==> src/rtl/mp_regfile_sb.sv <==
// mp core register file: NRP combinational read ports, two write ports and a per-half scoreboard.
// Optional same-cycle write-through bypass and busy masking: define MP_REGFILE_BYPASS_EN.
module mp_regfile_sb #(
    parameter int  NRP   = 2,
    parameter int  NPAIR = 16,
    localparam int AW    = $clog2(NPAIR) + 1
) (
    input  logic                sys_clk,
    input  logic                sys_rst,
    input  logic [NRP*AW-1:0]   rp_adr,
    output logic [NRP*16-1:0]   rp_data16,
    output logic [NRP*32-1:0]   rp_data32,
    output logic [NRP-1:0]      rp_busy16,
    output logic [NRP-1:0]      rp_busy32,
    input  logic                w0_en,
    input  logic                w0_w32,
    input  logic [AW-1:0]       w0_adr,
    input  logic [31:0]         w0_data,
    input  logic                w1_en,
    input  logic                w1_w32,
    input  logic [AW-1:0]       w1_adr,
    input  logic [31:0]         w1_data,
    input  logic                rsv_en,
    input  logic                rsv_w32,
    input  logic [AW-1:0]       rsv_adr,
    output logic [2*NPAIR-1:0]  busy_vec
);

    localparam int NH = 2 * NPAIR;

    logic [NH-1:0][15:0] half_q, half_d;
    logic [NH-1:0]       busy_q, busy_d;
    logic [NH-1:0]       clr_s, set_s;
    logic [NH-1:0][15:0] rd_half_s;
    logic [NH-1:0]       rd_busy_s;

    // A 32-bit access covers both halves of the pair named by adr[AW-1:1].
    function automatic logic hit_f(input logic en, input logic w32,
                                   input logic [AW-1:0] adr, input logic [AW-1:0] h);
        return en & (w32 ? (adr[AW-1:1] == h[AW-1:1]) : (adr == h));
    endfunction

    function automatic logic [15:0] wdata_f(input logic w32, input logic [31:0] d,
                                            input logic upper);
        return (w32 & upper) ? d[31:16] : d[15:0];
    endfunction

    // Next-state storage and scoreboard; w0 data overrides w1 data on a shared half.
    always_comb begin
        half_d = half_q;
        busy_d = busy_q;
        clr_s  = '0;
        set_s  = '0;
        for (int h = 1; h < NH; h++) begin
            clr_s[h]  = hit_f(w1_en, w1_w32, w1_adr, AW'(h));
            set_s[h]  = hit_f(rsv_en, rsv_w32, rsv_adr, AW'(h));
            half_d[h] = hit_f(w0_en, w0_w32, w0_adr, AW'(h)) ? wdata_f(w0_w32, w0_data, (h % 2) == 1)
                      : clr_s[h]                              ? wdata_f(w1_w32, w1_data, (h % 2) == 1)
                      :                                         half_q[h];
            // A new reservation outranks the clear from the previous owner's return.
            busy_d[h] = set_s[h] | (busy_q[h] & ~clr_s[h]);
        end
        half_d[0] = 16'h0;
        busy_d[0] = 1'b0;
    end

    // Storage and scoreboard state.
    always_ff @(posedge sys_clk or posedge sys_rst) begin
        if (sys_rst) begin
            half_q <= '0;
            busy_q <= '0;
        end else begin
            half_q <= half_d;
            busy_q <= busy_d;
        end
    end

`ifdef MP_REGFILE_BYPASS_EN
    assign rd_half_s = half_d;
    assign rd_busy_s = busy_q & ~clr_s;
`else
    assign rd_half_s = half_q;
    assign rd_busy_s = busy_q;
`endif

    assign busy_vec = busy_q;

    for (genvar p = 0; p < NRP; p++) begin : g_rp
        logic [AW-1:0] a_s, lo_s, hi_s;
        assign a_s  = rp_adr[p*AW +: AW];
        assign lo_s = {a_s[AW-1:1], 1'b0};
        assign hi_s = {a_s[AW-1:1], 1'b1};
        assign rp_data16[p*16 +: 16] = rd_half_s[a_s];
        assign rp_data32[p*32 +: 32] = {rd_half_s[hi_s], rd_half_s[lo_s]};
        assign rp_busy16[p]          = rd_busy_s[a_s];
        assign rp_busy32[p]          = rd_busy_s[hi_s] | rd_busy_s[lo_s];
    end

endmodule

==> config.mk <==
export PLATFORM = sky130hd
export DESIGN_NAME = mp_regfile_sb
export DESIGN_NICKNAME = d
export VERILOG_FILES = /design/src/rtl/mp_regfile_sb.sv
export SDC_FILE = /design/constraint.sdc
export NUM_CORES = 2
export LEC_CHECK = 0
export ABC_CLOCK_PERIOD_IN_PS = 19200
export CAP_MARGIN = 5
export CORE_ASPECT_RATIO = 2
export CORE_MARGIN = 2
export CORE_UTILIZATION = 45
export CTS_BUF_LIST = sky130_fd_sc_hd__clkbuf_16
export CTS_CLUSTER_DIAMETER = 40
export CTS_CLUSTER_SIZE = 20
export DETAILED_ROUTE_END_ITERATION = 16
export MAX_ROUTING_LAYER = met4
export PLACE_DENSITY = 0.7
export SLEW_MARGIN = 20
export SYNTH_ARGS = -nofsm -noshare
export SYNTH_HDL_FRONTEND = slang
export SYNTH_SLANG_ARGS = --single-unit
==> constraint.sdc <==
create_clock -name sys_clk -period 19.2 [get_ports sys_clk]
set_clock_uncertainty 0.15 [all_clocks]
set_input_delay 1.92 -clock sys_clk [delete_from_list [all_inputs] [get_ports sys_clk]]
set_output_delay 1.92 -clock sys_clk [all_outputs]
set_load 0.01 [all_outputs]
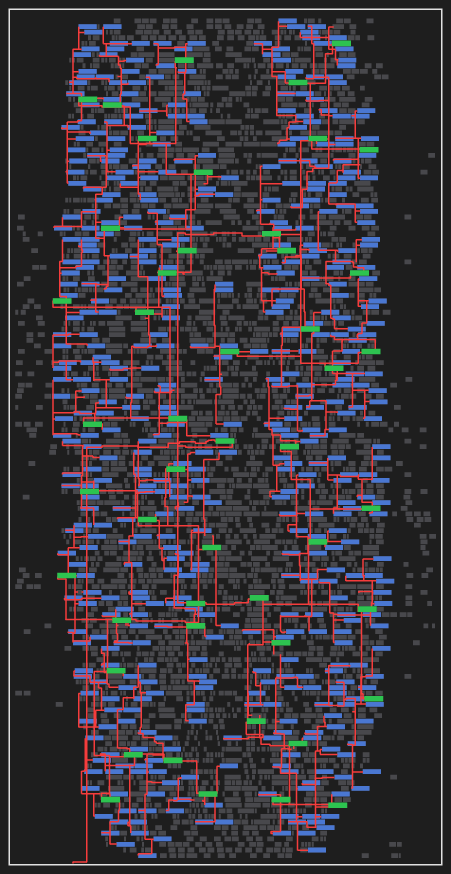
Fig. 1. Clock distribution.
legend:
  red:
    item: clock wires
    length: 7,340 um
  green:
    item: clock-net drivers
    count: 48
  blue:
    item: flip-flops
    count: 527
routed clock nets: 49
flops lie: all over the die

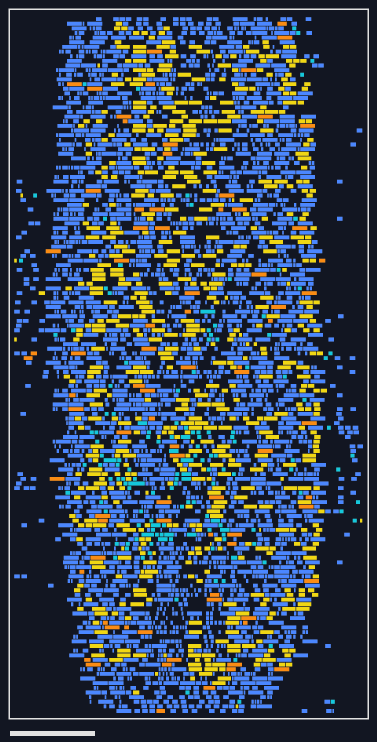
Fig. 2. Drive-strength map.
The bar under the picture is 50 um long.
legend:
  blue:
    size: x1 and smaller
    cells: 2,736
    share: 77%
    most_used: mux2i_1
  orange:
    size: x6 and larger
    cells: 80
    share: 2.2%
    most_used: clkbuf_16
  cyan:
    size: x3 and x4
    cells: 145
    share: 4.1%
    most_used: buf_4
  yellow:
    size: x2
    cells: 597
    share: 17%
    most_used: mux4_2
fin worst setup slack: 10.86 ns
nonclk buf count: 346

==> impl_metrics.py <==
# Auto-generated metrics
metrics = {
    "clock_tree": {
        "htreeDepth": 2,
        "cts_hold_buf": 0,
        "clock-sinks": 527,
        "cts_setup_buffers": 0,
        "cts_buffers": 48,
        "clock_tree.root_cell": "clkbuf_16",
    },
    "worst_setup_path": {
        "rrSetupSlack_ns": 17.97,
        "path_cells": "buf_8 -> buf_4 -> mux2i_1 -> a221o_1 -> a2111oi_0 -> buf_4 -> clkdlybuf4s50_1",
        "timing.critical_path.from": "rp_adr[7]",
        "cpMostUsedCell": "buf_4",
        "crit_family": "buffers and inverters",
        "cp_num_buf_inv": 4,
        "worstPathRequired_ns": 17.13,
    },
    "worst_hold_path": {
        "min_path_type": "flip-flop to flip-flop",
        "hp-start": "half_q[263]",
    },
    "global_routing": {
        "grt_pass1_wl_um": 241700,
        "track_usage": 0.3972,
        "grt.overflow.total": 0,
    },
    "sta": {
        "rsz0062_at_grt": "false",
        "min_period_over_period": 0.4346,
        "period_needed_ns": 8.345,
    },
    "routing": {
        "drt_first_iter_violations": 5131,
    },
    "floorplan": {
        "chip_area_sq_um": 86800,
        "rows": 150,
        "fp-utilization": 0.4544,
        "die_y_um": 414.7,
    },
    "synthesis": {
        "avgSynthCellArea_sq_um": 10.76,
        "synth-async-reset-ratio": 1.000,
        "ys_cells": 3526,
        "yosysTopAreaCell": "dfrtp_1",
        "top_cells_by_area": "dfrtp_1 35%, mux2i_1 17%, mux4_2 16%, mux2_2 7.6%, o21ai_0 3.6%",
        "synth_cell_types": 66,
    },
    "placement": {
        "port_buffers": 227,
    },
    "run_status": {
        "outcome": "finished, final reports clean",
    },
    "final_layout": {
        "layout_top_cells": "643 x mux2i_1, 527 x dfrtp_1, 275 x o21ai_0",
        "lay_top_count": "mux2i_1",
        "drive_gt1_frac": 0.2310,
    },
    "power_and_ir_drop": {
        "leakage_nw": 16.25,
    },
}
state kept, by name (all words and copies together) (netlist names):
signal and count:
half_q 496, busy_vec 31
path summary, 6_finish.rpt:
path | endpoint | cells after the start
max | rp_data16[28] | 7
min | half_q[263] | 1
max reg2reg | half_q[308] | 2
min reg2reg | half_q[263] | 1
max in group asynchronous | half_q[100] | 5
min in group asynchronous | half_q[88] | 2
through the flow:
stage               hold WS, ns    util  instance area [sq um]  std cells
floorplan                0.3318       -                  37950       3526
global placement         0.3504  0.4920                  41090       4536
detailed placement       0.3648  0.4922                  41110       4536
CTS                      0.3812  0.5115                  42720       4622
global route             0.3976  0.5121                  42770       4633
finish                   0.3827  0.5121                  42770       4633
cell families after synthesis:
family          after synthesis  synth area share
mux                        1176            0.4073
compound gates              721            0.1123
simple gates                672           0.08533
flops                       527            0.3475
buf+inv                     429           0.04738
other cells                   1        0.00009882
metal layers:
layer | track usage | part of all wire | up-vias
met5 | - | 0 | -
met4 | 0.3263 | 0.11 | 0
met3 | 0.1043 | 0.12 | 987
met2 | 0.5798 | 0.44 | 2887
met1 | 0.4583 | 0.33 | 16600
li1 | - | - | 13410
layout make-up:
type | instances | area [sq um]
fill | 7273 | 40750
multi-input combinational | 2570 | 23320
sequential | 527 | 13190
timing repair buffer | 346 | 3171
tap | 1064 | 1331
clock buffer | 49 | 1226
clock inverter | 37 | 389.1
inverter | 29 | 116.4
antenna | 11 | 27.53
where the power goes:
| group | switching, mW | leakage (nW) | total, mW | internal (mW) |
|---|---|---|---|---|
| sequential | 0.344 | 6.30 | 1.75 | 1.41 |
| combinational | 0.771 | 9.17 | 1.52 | 0.747 |
| clock | 0.533 | 0.780 | 1.03 | 0.495 |
Power figures rest on the tool's default switching activity, not on a simulated workload.
